--- src/rtl/branch_resolve_queue_if.sv ---
// Fetch/execute-facing bus of the branch resolve queue.
// The slave modport is the queue side. The master modport is the fetch/execute/predictor side.
interface branch_resolve_queue_if #(
  parameter int DEPTH = 4,
  parameter int PC_W  = 32,
  parameter int IDX_W = 8
);
  logic                     push;
  logic [PC_W-1:0]          push_pc;
  logic                     push_pred_taken;
  logic [PC_W-1:0]          push_pred_target;
  logic                     full;
  logic                     empty;
  logic [$clog2(DEPTH):0]   count;
  logic                     resolve_valid;
  logic                     resolve_taken;
  logic [PC_W-1:0]          resolve_target;
  logic                     update;
  logic [IDX_W-1:0]         update_address;
  logic                     branch_taken;
  logic                     flush;
  logic [PC_W-1:0]          redirect_pc;
  logic                     overflow_err;
  logic                     underflow_err;

  modport slave (
    input  push, push_pc, push_pred_taken, push_pred_target,
    input  resolve_valid, resolve_taken, resolve_target,
    output full, empty, count, update, update_address, branch_taken,
    output flush, redirect_pc, overflow_err, underflow_err
  );

  modport master (
    output push, push_pc, push_pred_taken, push_pred_target,
    output resolve_valid, resolve_taken, resolve_target,
    input  full, empty, count, update, update_address, branch_taken,
    input  flush, redirect_pc, overflow_err, underflow_err
  );
endinterface

--- src/rtl/branch_resolve_queue.sv ---
// In-order queue of predicted branches. Resolves against execute outcomes, trains the predictor
// and flushes on mispredict. Defining BRQ_STATS_EN adds saturating branch/mispredict counters.
module branch_resolve_queue #(
  parameter int DEPTH = 4,
  parameter int PC_W  = 32,
  parameter int IDX_W = 8
) (
  input  logic                   clk,
  input  logic                   rst,
  branch_resolve_queue_if.slave  bus
`ifdef BRQ_STATS_EN
  ,
  output logic [31:0]            stat_branches,
  output logic [31:0]            stat_mispredicts
`endif
);
  localparam int PTR_W = $clog2(DEPTH);
  localparam int CNT_W = PTR_W + 1;

  typedef struct packed {
    logic [PC_W-1:0] pc;
    logic            pt;
    logic [PC_W-1:0] tgt;
  } entry_t;

  entry_t             mem [DEPTH];
  logic [PTR_W-1:0]   wr_ptr, rd_ptr;
  logic [CNT_W-1:0]   count;
  entry_t             head;
  logic               do_res, mispred, do_push, ovf;

  assign bus.count = count;
  assign bus.full  = (count == CNT_W'(DEPTH));
  assign bus.empty = (count == '0);
  assign head      = mem[rd_ptr];

  always_comb begin
    do_res  = bus.resolve_valid && !bus.empty;
    mispred = do_res && ((head.pt != bus.resolve_taken) ||
              (head.pt && bus.resolve_taken && head.tgt != bus.resolve_target));
    // A same-cycle push behind a mispredict is wrong-path and is dropped.
    do_push = bus.push && !mispred && (!bus.full || do_res);
    ovf     = bus.push && bus.full && !do_res;
  end

  always_ff @(posedge clk) begin
    if (do_push) mem[wr_ptr] <= '{pc: bus.push_pc, pt: bus.push_pred_taken, tgt: bus.push_pred_target};
  end

  always_ff @(posedge clk or negedge rst) begin
    if (!rst) begin
      wr_ptr <= '0;
      rd_ptr <= '0;
      count  <= '0;
    end else if (mispred) begin
      rd_ptr <= rd_ptr + PTR_W'(1);
      wr_ptr <= rd_ptr + PTR_W'(1);
      count  <= '0;
    end else begin
      if (do_res)  rd_ptr <= rd_ptr + PTR_W'(1);
      if (do_push) wr_ptr <= wr_ptr + PTR_W'(1);
      case ({do_push, do_res})
        2'b10:   count <= count + CNT_W'(1);
        2'b01:   count <= count - CNT_W'(1);
        default: count <= count;
      endcase
    end
  end

  always_ff @(posedge clk or negedge rst) begin
    if (!rst) begin
      bus.update         <= 1'b0;
      bus.update_address <= '0;
      bus.branch_taken   <= 1'b0;
      bus.flush          <= 1'b0;
      bus.redirect_pc    <= '0;
      bus.overflow_err   <= 1'b0;
      bus.underflow_err  <= 1'b0;
    end else begin
      bus.update <= do_res;
      bus.flush  <= mispred;
      if (do_res) begin
        bus.update_address <= head.pc[IDX_W-1:0];
        bus.branch_taken   <= bus.resolve_taken;
      end
      if (mispred)
        bus.redirect_pc <= bus.resolve_taken ? bus.resolve_target : head.pc + PC_W'(4);
      if (ovf) bus.overflow_err <= 1'b1;
      if (bus.resolve_valid && bus.empty) bus.underflow_err <= 1'b1;
    end
  end

`ifdef BRQ_STATS_EN
  always_ff @(posedge clk or negedge rst) begin
    if (!rst) begin
      stat_branches    <= '0;
      stat_mispredicts <= '0;
    end else begin
      if (do_res && stat_branches != 32'hFFFF_FFFF)     stat_branches    <= stat_branches + 32'd1;
      if (mispred && stat_mispredicts != 32'hFFFF_FFFF) stat_mispredicts <= stat_mispredicts + 32'd1;
    end
  end
`endif

endmodule
--- src/flat_wrapper.sv ---
// flat-port wrapper written by rule: the top's interface ports become plain ports
module branch_resolve_queue_flat 
#(
  parameter int DEPTH = 4,
  parameter int PC_W  = 32,
  parameter int IDX_W = 8
)
  (clk, rst, bus_push, bus_push_pc, bus_push_pred_taken, bus_push_pred_target, bus_resolve_valid, bus_resolve_taken, bus_resolve_target, bus_full, bus_empty, bus_count, bus_update, bus_update_address, bus_branch_taken, bus_flush, bus_redirect_pc, bus_overflow_err, bus_underflow_err);
  branch_resolve_queue_if #(.DEPTH(DEPTH), .PC_W(PC_W), .IDX_W(IDX_W)) bus_i ();
  input  logic clk;
  input  logic rst;
  input wire logic [$bits(bus_i.push)-1:0] bus_push;
  input wire logic [$bits(bus_i.push_pc)-1:0] bus_push_pc;
  input wire logic [$bits(bus_i.push_pred_taken)-1:0] bus_push_pred_taken;
  input wire logic [$bits(bus_i.push_pred_target)-1:0] bus_push_pred_target;
  input wire logic [$bits(bus_i.resolve_valid)-1:0] bus_resolve_valid;
  input wire logic [$bits(bus_i.resolve_taken)-1:0] bus_resolve_taken;
  input wire logic [$bits(bus_i.resolve_target)-1:0] bus_resolve_target;
  output wire logic [$bits(bus_i.full)-1:0] bus_full;
  output wire logic [$bits(bus_i.empty)-1:0] bus_empty;
  output wire logic [$bits(bus_i.count)-1:0] bus_count;
  output wire logic [$bits(bus_i.update)-1:0] bus_update;
  output wire logic [$bits(bus_i.update_address)-1:0] bus_update_address;
  output wire logic [$bits(bus_i.branch_taken)-1:0] bus_branch_taken;
  output wire logic [$bits(bus_i.flush)-1:0] bus_flush;
  output wire logic [$bits(bus_i.redirect_pc)-1:0] bus_redirect_pc;
  output wire logic [$bits(bus_i.overflow_err)-1:0] bus_overflow_err;
  output wire logic [$bits(bus_i.underflow_err)-1:0] bus_underflow_err;
  assign bus_i.push = bus_push;
  assign bus_i.push_pc = bus_push_pc;
  assign bus_i.push_pred_taken = bus_push_pred_taken;
  assign bus_i.push_pred_target = bus_push_pred_target;
  assign bus_i.resolve_valid = bus_resolve_valid;
  assign bus_i.resolve_taken = bus_resolve_taken;
  assign bus_i.resolve_target = bus_resolve_target;
  assign bus_full = bus_i.full;
  assign bus_empty = bus_i.empty;
  assign bus_count = bus_i.count;
  assign bus_update = bus_i.update;
  assign bus_update_address = bus_i.update_address;
  assign bus_branch_taken = bus_i.branch_taken;
  assign bus_flush = bus_i.flush;
  assign bus_redirect_pc = bus_i.redirect_pc;
  assign bus_overflow_err = bus_i.overflow_err;
  assign bus_underflow_err = bus_i.underflow_err;
  branch_resolve_queue #(.DEPTH(DEPTH), .PC_W(PC_W), .IDX_W(IDX_W)) u_core (.clk(clk), .rst(rst), .bus(bus_i));
endmodule
--- config.mk ---
export PLATFORM = sky130hd
export DESIGN_NAME = branch_resolve_queue_flat
export DESIGN_NICKNAME = d
export VERILOG_FILES = /design/src/rtl/branch_resolve_queue_if.sv /design/src/rtl/branch_resolve_queue.sv /design/src/flat_wrapper.sv
export SDC_FILE = /design/constraint.sdc
export NUM_CORES = 1
export LEC_CHECK = 0
export CORE_UTILIZATION = 38
export CTS_CLUSTER_SIZE = 25
export DETAILED_ROUTE_END_ITERATION = 8
export GPL_ROUTABILITY_DRIVEN = 0
export MAX_ROUTING_LAYER = met4
export PLACE_DENSITY = 0.55
export SYNTH_ARGS = -nofsm -noshare
export SYNTH_HDL_FRONTEND = slang
export SYNTH_SLANG_ARGS = --single-unit
--- constraint.sdc ---
create_clock -name clk -period 6.2 [get_ports clk]
set_input_delay 1.24 -clock clk [delete_from_list [all_inputs] [get_ports clk]]
set_output_delay 1.24 -clock clk [all_outputs]
set_load 0.02 [all_outputs]
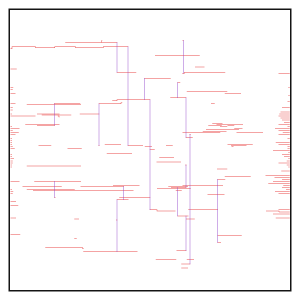
Fig. 1. Metal layers overlaid.
(1.5 px per µm) Two of the layers only.
layer	colour	wire length
M3	red	1590 µm
M4	purple	514 µm
DR WL/cell: 22.2 µm
total track usage: 18.1%
vias: 6994
drt total wl: 30200 µm

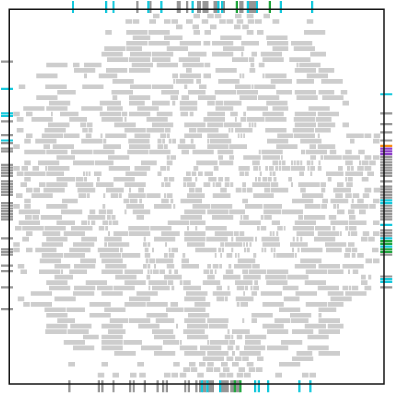
Fig. 2. Ports around the boundary.
(2 px per µm) Pins as bars across the die edge, other pins in grey.
port	colour	pins	direction	edge
bus_push_pred_target	cyan	32	input	12 top, 8 right, 8 bottom, 4 left
bus_update_address	green	8	output	4 right, 2 top, 2 bottom
bus_count	purple	3	output	right
bus_empty	orange	1	output	right
all pins by edge	46 right, 37 bottom, 36 left, 33 top
number of port buffers: 151
die width: 187 µm
die y size: 187 µm

==> metrics.csv <==
metric;value;unit
status;completed;
crit_top_cell;nor2_1;
post-synth-top-area-cell;edfxtp_1;
drc_errors;0;
grt_pass1_vias;7169;
power_density;480;mW/mm²
utilization;47.9;%
num_rows;67;
synthArstFlopShare;16.7;%
ys_sh_adder;0.734;%
hpwl;20100;µm
most-common-layout-cells;edfxtp_1 (260), clkdlybuf4s50_1 (149), nand2_1 (73), dfrtp_1 (50);
critPathMaxStageDelay;990;ps
ff_type;edfxtp_1;
drive_above_1_share;16.5;%
critPathKind;reg -> reg;
cp_top_family;AND-OR/OR-AND gates;
syn_nets;822;
clkLatencyLatePin;510;ps
slew_violations;0;
synthTopCellsByArea;edfxtp_1 (60%), dfrtp_1 (10%), mux4_2 (7.5%), mux4_1 (4.5%), xnor2_1 (2.9%);
antenna_cells;0;
mostFrequentLayoutCell;edfxtp_1;
fp_util;38.6;%
dp_cells;1297;
met2_usage;27.5;%
antenna_found_initial;0;
fillers;2836;
grt_max_degree;63;
ctsResizeCount;0;
synth-edff-count;260;
cts_made_buffers;35;
cts_max_path_buffers;3;
slew_headroom;42.9;%
yosysWarnings;0;
postCtsHoldBufs;0;
aoi_share;2.07;%
hp-class;reg -> reg;
synth_top_area_share;60.3;%
slowest_stage;dfrtp_4;
xor_share;4.33;%
setup_violations;0;
syn_area;0.0130;mm²
crit_chain;mux4_1 -> xnor2_1 -> nand4_1 -> nor4_1 -> a21boi_1 -> nor2_1 -> a21o_1 -> fa_1 -> nor2b_1 -> a22oi_1 -> nor2_1 -> a221o_1;
end_kind;register;
grt_pass1_wl;45400;µm
ys_chip_area;0.0130;mm²
whs;456;ps
core_area;0.0335;mm²
power_leakage;5.50;nW
synthCells;713;
grt_util_met3;2.90;%
register_area;0.00911;mm²
timing.final.hold_violations;0;
tool_warnings;29;
postCtsSetupBuffers;0;
cts_sinks;312;
ys_sh_mux;15.3;%
grt_setup_unrepaired;false;
ys_seq_share;70.3;%
comb_area;0.00359;mm²
cp.arrival;4620;ps
top_logic_kind;multiplexers;
grt-ovfl-total;0;
max_freq;0.236;GHz
fin_setup_tns;0;ps
clock_skew;17.3;ps
yosys_cells;713;
busiest_layer;met2;
area.growth.synth_to_final;24.1;%
finalNonFillerCells;1359;
h-tree-depth;2;
finalClockPeriodUsage;68.4;%
startpoint_type;register;
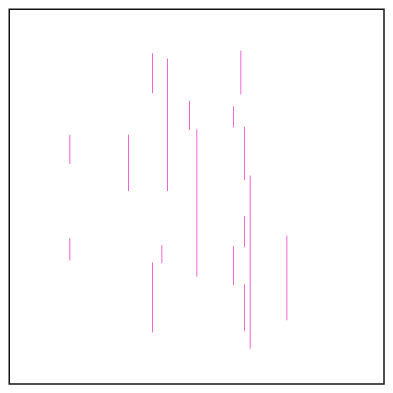
Fig. 3. Met4 routing.
(2 px per µm)
longest straight run	86.4 µm
nets with wire on the layer	7
main direction	vertical
wire length on this layer	514 µm
share of all routed wire	1.7%

==> routing by layer <==
layer  part of all wire [%]  routed length (µm)
met5                      0                   0
met4                    1.7                 514
met3                    5.3                1590
met2                     47               14200
met1                     46               13900
==> path summary, 6_finish.rpt <==
| kind | from | endpoint | cells past startpoint | slack [ps] |
|---|---|---|---|---|
| worst max-delay path | u_core.rd_ptr[0] | u_core.bus.count[1] | 12 | 1960 |
| worst min-delay path | u_core.bus.overflow_err | u_core.bus.overflow_err | 1 | 460 |
| worst max register to register | u_core.rd_ptr[0] | u_core.bus.count[1] | 12 | 1960 |
| worst min register to register | u_core.bus.overflow_err | u_core.bus.overflow_err | 1 | 460 |
| max in group asynchronous | rst | u_core.rd_ptr[0] | 2 | 4750 |
| min in group asynchronous | rst | u_core.bus.redirect_pc[4] | 2 | 880 |
==> metrics by stage <==
| stage | cell area [µm²] | setup slack [ps] | power, W |
|---|---|---|---|
| after floorplan | 13000 | 1630 | 0.00481 |
| after global placement | 14900 | 1830 | 0.00575 |
| after detailed placement | 14900 | 1780 | 0.00577 |
| after CTS | 16100 | 1910 | 0.00783 |
| after global routing | 16100 | 1680 | 0.00809 |
| final | 16100 | 1960 | 0.00772 |
==> power breakdown <==
| group | leakage [nW] | switching (W) | internal, W | total (W) |
|---|---|---|---|---|
| Combinational | 1.94 | 0.00135 | 0.00122 | 0.00257 |
| Clock | 0.558 | 0.000796 | 0.00125 | 0.00204 |
| Sequential | 3.00 | 0.000300 | 0.00281 | 0.00311 |
| Total | 5.50 | 0.00245 | 0.00527 | 0.00772 |
==> registers in the layout, indices dropped and copies added, names as in the netlist <==
register and cells:
u_core.rd_ptr 2, u_core.bus.update 1, u_core.bus.flush 1, u_core.bus.update_address 8, u_core.bus.branch_taken 1, u_core.bus.overflow_err 1, u_core.bus.underflow_err 1, u_core.bus.redirect_pc 32
u_core.wr_ptr 2, u_core.bus.count 3, u_core.mem 260
==> Yosys cell counts (all sizes together), types with 2 or more instances <==
cell type / count
xnor2: 43
nand2: 73
and2: 2
nor2b: 4
nand4: 18
and3: 5
xor2: 21
edfxtp: 260
and4: 3
a21o: 3
nor3: 5
mux4: 65
dfrtp: 52
o31ai: 2
mux2i: 3
nor2: 9
inv: 10
mux2: 36
nand2b: 2
nor4: 5
ha: 6
nand3: 13
clkbuf: 10
o21ai: 33
buf: 19
==> cell type report <==
class | count | area share (%)
tap | 448 | 3.49
clock inverter | 20 | 1.17
multi-input combinational | 361 | 22.4
inverter | 10 | 0.233
clock buffer | 42 | 5.88
timing repair buffer | 166 | 10.2
sequential | 312 | 56.7
==> cell families (layout without fill, tap and decap cells) <==
group | after synthesis | count (layout)
compound gates | 46 | 46
buf+inv | 40 | 238
fa+ha+maj | 7 | 7
simple gates | 140 | 140
xor+xnor | 64 | 64
flops | 312 | 312
mux | 104 | 104
No activity file was given, so power comes from the tool's default toggle rates.
